## src/rtl/sort_pkg.sv

```systemverilog
// Shared constants and FSM encoding for the byte sorter front end.
// The pad constant is also used by the downstream serializer to strip pads via frame_len.
package sort_pkg;
  localparam int SORT_N = 6;
  localparam int SORT_W = 8;
  localparam logic [SORT_W-1:0] SORT_PAD_VALUE = '1;

  typedef logic [1:0] state_t;
  localparam state_t ST_FILL  = 2'd0;
  localparam state_t ST_PAD   = 2'd1;
  localparam state_t ST_ISSUE = 2'd2;
  localparam state_t ST_WAIT  = 2'd3;
endpackage

```

## src/rtl/sort_frame_packer_if.sv

```systemverilog
// Valid/ready byte stream feeding the frame packer.
interface sort_frame_packer_if
  import sort_pkg::*;
#(
  parameter int W = SORT_W
);
  logic         s_valid;
  logic         s_ready;
  logic [W-1:0] s_data;
  logic         s_last;

  modport master (output s_valid, output s_data, output s_last, input  s_ready);
  modport slave  (input  s_valid, input  s_data, input  s_last, output s_ready);
endinterface

```

## src/rtl/sort_frame_packer.sv

```systemverilog
// Packs a byte stream into N-slot frames, pads short frames so pads sort last,
// and issues each frame with a registered start pulse followed by a fixed gap.
module sort_frame_packer
  import sort_pkg::*;
#(
  parameter int             N         = SORT_N,
  parameter int             W         = SORT_W,
  parameter logic [W-1:0]   PAD_VALUE = {W{1'b1}},
  parameter int             GAP       = 2
) (
  input  logic                       clk,
  input  logic                       rst,
  sort_frame_packer_if.slave         s_if,
  output logic [N*W-1:0]             frame_data,
  output logic [$clog2(N+1)-1:0]     frame_len,
  output logic                       start,
  output logic [15:0]                frame_cnt,
  output logic                       overflow
);
  localparam int             IW       = $clog2(N + 1);
  localparam logic [IW-1:0]  LAST_IDX = IW'(N - 1);
  localparam logic [IW-1:0]  FULL_LEN = IW'(N);
  localparam logic [3:0]     GAP_LOAD = (GAP == 0) ? 4'd0 : 4'(GAP - 1);

  state_t            state_q, state_d;
  logic [IW-1:0]     idx_q, idx_d;
  logic [IW-1:0]     len_q, len_d;
  logic [N*W-1:0]    buf_q, buf_d;
  logic [N*W-1:0]    frame_data_q, frame_data_d;
  logic [IW-1:0]     frame_len_q, frame_len_d;
  logic              start_q, start_d;
  logic [15:0]       frame_cnt_q, frame_cnt_d;
  logic              overflow_q, overflow_d;
  logic [3:0]        gap_q, gap_d;
  logic              accept;

  assign s_if.s_ready = (state_q == ST_FILL);
  assign accept       = s_if.s_valid && s_if.s_ready;

  always_comb begin
    state_d      = state_q;
    idx_d        = idx_q;
    len_d        = len_q;
    buf_d        = buf_q;
    frame_data_d = frame_data_q;
    frame_len_d  = frame_len_q;
    start_d      = 1'b0;
    frame_cnt_d  = frame_cnt_q;
    overflow_d   = overflow_q;
    gap_d        = gap_q;

    case (state_q)
      ST_FILL: begin
        if (accept) begin
          buf_d[int'(idx_q)*W +: W] = s_if.s_data;
          // Slot N-1 always closes the frame; a missing last there marks overflow.
          if (idx_q == LAST_IDX) begin
            len_d   = FULL_LEN;
            state_d = ST_ISSUE;
            if (!s_if.s_last) overflow_d = 1'b1;
          end else if (s_if.s_last) begin
            len_d   = idx_q + 1'b1;
            idx_d   = idx_q + 1'b1;
            state_d = ST_PAD;
          end else begin
            idx_d = idx_q + 1'b1;
          end
        end
      end
      ST_PAD: begin
        buf_d[int'(idx_q)*W +: W] = PAD_VALUE;
        if (idx_q == LAST_IDX) state_d = ST_ISSUE;
        else                   idx_d   = idx_q + 1'b1;
      end
      ST_ISSUE: begin
        frame_data_d = buf_q;
        frame_len_d  = len_q;
        start_d      = 1'b1;
        frame_cnt_d  = frame_cnt_q + 16'd1;
        idx_d        = '0;
        gap_d        = GAP_LOAD;
        state_d      = (GAP == 0) ? ST_FILL : ST_WAIT;
      end
      default: begin
        if (gap_q == 4'd0) state_d = ST_FILL;
        else               gap_d   = gap_q - 4'd1;
      end
    endcase
  end

  always_ff @(posedge clk or posedge rst) begin
    if (rst) begin
      state_q      <= ST_FILL;
      idx_q        <= '0;
      len_q        <= '0;
      buf_q        <= '0;
      frame_data_q <= '0;
      frame_len_q  <= '0;
      start_q      <= 1'b0;
      frame_cnt_q  <= '0;
      overflow_q   <= 1'b0;
      gap_q        <= '0;
    end else begin
      state_q      <= state_d;
      idx_q        <= idx_d;
      len_q        <= len_d;
      buf_q        <= buf_d;
      frame_data_q <= frame_data_d;
      frame_len_q  <= frame_len_d;
      start_q      <= start_d;
      frame_cnt_q  <= frame_cnt_d;
      overflow_q   <= overflow_d;
      gap_q        <= gap_d;
    end
  end

  assign frame_data = frame_data_q;
  assign frame_len  = frame_len_q;
  assign start      = start_q;
  assign frame_cnt  = frame_cnt_q;
  assign overflow   = overflow_q;
endmodule

```

## src/flat_wrapper.sv

```systemverilog
// flat-port wrapper written by rule: the top's interface ports become plain ports
module sort_frame_packer_flat import sort_pkg::*;
#(
  parameter int             N         = SORT_N,
  parameter int             W         = SORT_W,
  parameter logic [W-1:0]   PAD_VALUE = {W{1'b1}},
  parameter int             GAP       = 2
)
  (clk, rst, frame_data, frame_len, start, frame_cnt, overflow, s_if_s_valid, s_if_s_data, s_if_s_last, s_if_s_ready);
  sort_frame_packer_if #(.W(W)) s_if_i ();
  input  logic clk;
  input  logic rst;
  output logic [N*W-1:0] frame_data;
  output logic [$clog2(N+1)-1:0] frame_len;
  output logic start;
  output logic [15:0] frame_cnt;
  output logic overflow;
  input wire logic [$bits(s_if_i.s_valid)-1:0] s_if_s_valid;
  input wire logic [$bits(s_if_i.s_data)-1:0] s_if_s_data;
  input wire logic [$bits(s_if_i.s_last)-1:0] s_if_s_last;
  output wire logic [$bits(s_if_i.s_ready)-1:0] s_if_s_ready;
  assign s_if_i.s_valid = s_if_s_valid;
  assign s_if_i.s_data = s_if_s_data;
  assign s_if_i.s_last = s_if_s_last;
  assign s_if_s_ready = s_if_i.s_ready;
  sort_frame_packer #(.N(N), .W(W), .PAD_VALUE(PAD_VALUE), .GAP(GAP)) u_core (.clk(clk), .rst(rst), .s_if(s_if_i), .frame_data(frame_data), .frame_len(frame_len), .start(start), .frame_cnt(frame_cnt), .overflow(overflow));
endmodule
```

## config.mk

```make
export PLATFORM = sky130hd
export DESIGN_NAME = sort_frame_packer_flat
export DESIGN_NICKNAME = d
export VERILOG_FILES = /design/src/rtl/sort_pkg.sv /design/src/rtl/sort_frame_packer_if.sv /design/src/rtl/sort_frame_packer.sv /design/src/flat_wrapper.sv
export SDC_FILE = /design/constraint.sdc
export NUM_CORES = 1
export LEC_CHECK = 0
export ABC_AREA = 1
export ABC_CLOCK_PERIOD_IN_PS = 9500
export CORE_MARGIN = 1.5
export CORE_UTILIZATION = 49
export CTS_CLUSTER_SIZE = 20
export DETAILED_ROUTE_END_ITERATION = 8
export GPL_TIMING_DRIVEN = 0
export HOLD_SLACK_MARGIN = 0.05
export PLACE_DENSITY = 0.77
export SYNTH_ARGS = -nofsm -noshare
export SYNTH_HDL_FRONTEND = slang
export SYNTH_SLANG_ARGS = --single-unit
```

## constraint.sdc

```tcl
create_clock -name clk -period 9.5 [get_ports clk]
set_clock_uncertainty 0.1 [all_clocks]
set_input_delay 2.375 -clock clk [delete_from_list [all_inputs] [get_ports clk]]
set_output_delay 2.375 -clock clk [all_outputs]
set_load 0.01 [all_outputs]
```

Figure 1. Clock distribution.
Bar = 20 um.
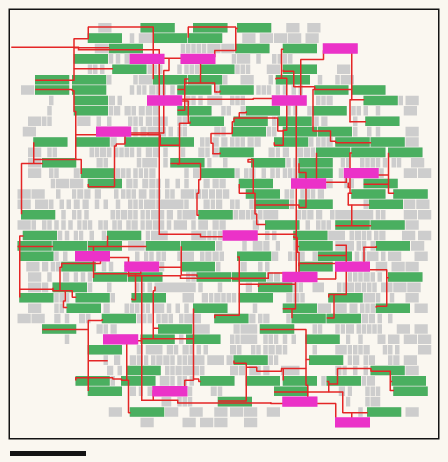
[clock drivers] magenta | count: 17
[flip-flops] green | count: 129
[clock wires] red | length: 1,620 um
routed clock nets	18
Clock group: 579 uW
Clock power frac: 21.6%
Clock Latency Late Sink: 420 ps

Figure 2. Cells colored by class.
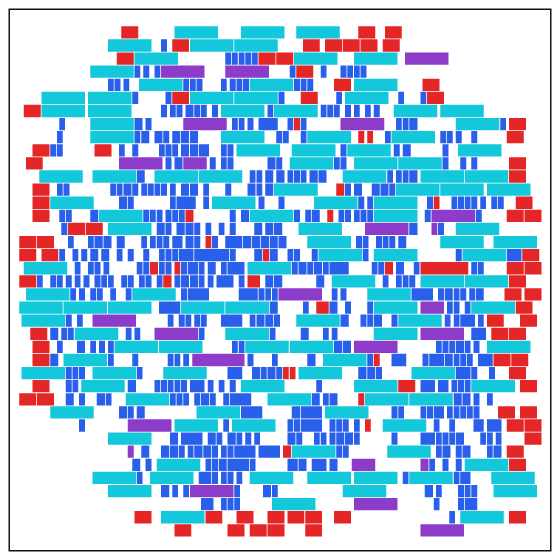
class	color	cells
clock drivers and dummy loads	purple	24
remaining buffers and delay cells	red	103
sequential cells	cyan	129
combinational and other logic	blue	559
# rows: 39
Core Region: 11,500 um2
fin area: 7360 um2

Figure 3. PDN straps and rails.
Bar = 20 um. Pins as bars on the die edge. Tap cells in gray.
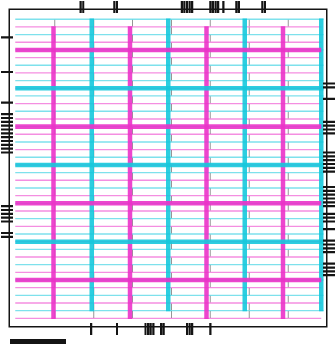
net	color
VSS	magenta
VDD	cyan
tap cells	143
met4 straps	8
Die Span X: 112 um
Worst IR Drop VDD: 0.178 mV
die height: 112 um

Figure 4. Signal wires by layer.
Bar = 20 um. Two of the layers only.
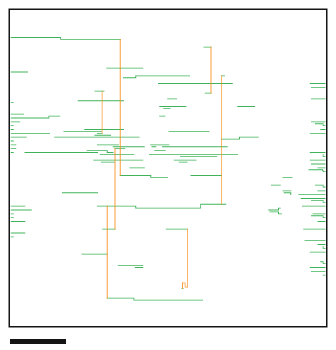
layer	color	wire length
metal 4	orange	212 um
metal 3	green	830 um
routed via count: 4,985
WL per Instance: 14.6 um
final WL: 14,000 um
GRT Total Usage: 24.0%

Figure 5. Clock routing.
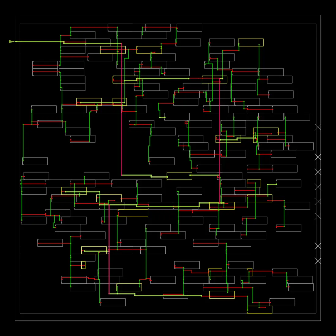
CTS buffer count: 17
Clock Sinks: 129
FF+latch count: 129
clkbuf count: 22

==> metrics.cfg <==
[power_and_ir_drop]
intPower_mw = 1.62
power_density_nw_per_um2 = 364
power-top-group = combinational logic
switching_share_pct = 39.5

[drt]
wl_met2_um = 6820
drc = 8
route.top_layer_used = met4
wl_met1_um = 6140
first_pass_iters = 9

[synthesis]
yosysSeqAreaShare_pct = 55.4
synth_top_cell_by_count = nand2_1
yosys_warnings = 0
synthTopCellsByCount = nand2_1 (293), dfrtp_1 (129), o21ai_0 (59), inv_1 (56), nor2_1 (45)
synthCells = 709
edf_count = 0
synth.top_cell.area_share_pct = 55.4
xor_share_pct = 1.65
synth_nets = 733
top_area_cell = dfrtp_1
ys_cells = 709
mux_area_share_pct = 0

[timing]
finalSetupTns_ps = 0
rsz0062_at_grt = no
setup_viol = 0
finalMaxSlewViolations = 0
tightest_slew_ps = 673
finalCritPeriodShare_pct = 46.7
whs_ps = 366
worst_slack_ps = 5070
hold_viol = 0
max_freq_mhz = 226

[cells_and_area]
comb_share_pct = 30.9
logic_gates = 497
buffer_area_share_pct = 12.7
diodes = 0
n_all_buffers = 103
nNetsFinal = 834
clk_share_pct = 6.92
seq_area_um2 = 3230

[clock_tree]
clk_pin_slew_ps = 50
cts_tree = done
cts_buffer_depth = 2
clockRootBuffer = clkbuf_16
cts_resized = 0

[global_routing]
overflow = 0
grt_pass1_wl_um = 23700
grt.busiest_layer = met2
antenna_found_initial = 0
grt.met3_usage_pct = 7.02

[setup_path]
cp.required_ps = 7030
end_kind = primary output
rr_worst_depth = 9
cp_cell_sequence = inv_1 > ha_1 > clkdlybuf4s50_1
cp_num_cells = 3
worstSetupStartpointType = flop
endpoint = s_if_s_ready
reg2reg_setup_slack_ps = 7060
crit_type = flop to primary output
cp_max_fo = 8

[status]
status = finished, violations left
violations = DRC

[min_path]
min_path_cells = 2
hold_path_class = flop to flop

[place]
io_buffers = 81

[run]
maxCapViolations = 0
stage_log_warnings = 33

[floorplanning]
initCoreUtil_pct = 50.6
ioPinCount = 82
n_tap_cell = 143

Power figures rest on the tool's default switching activity, not on a simulated workload.
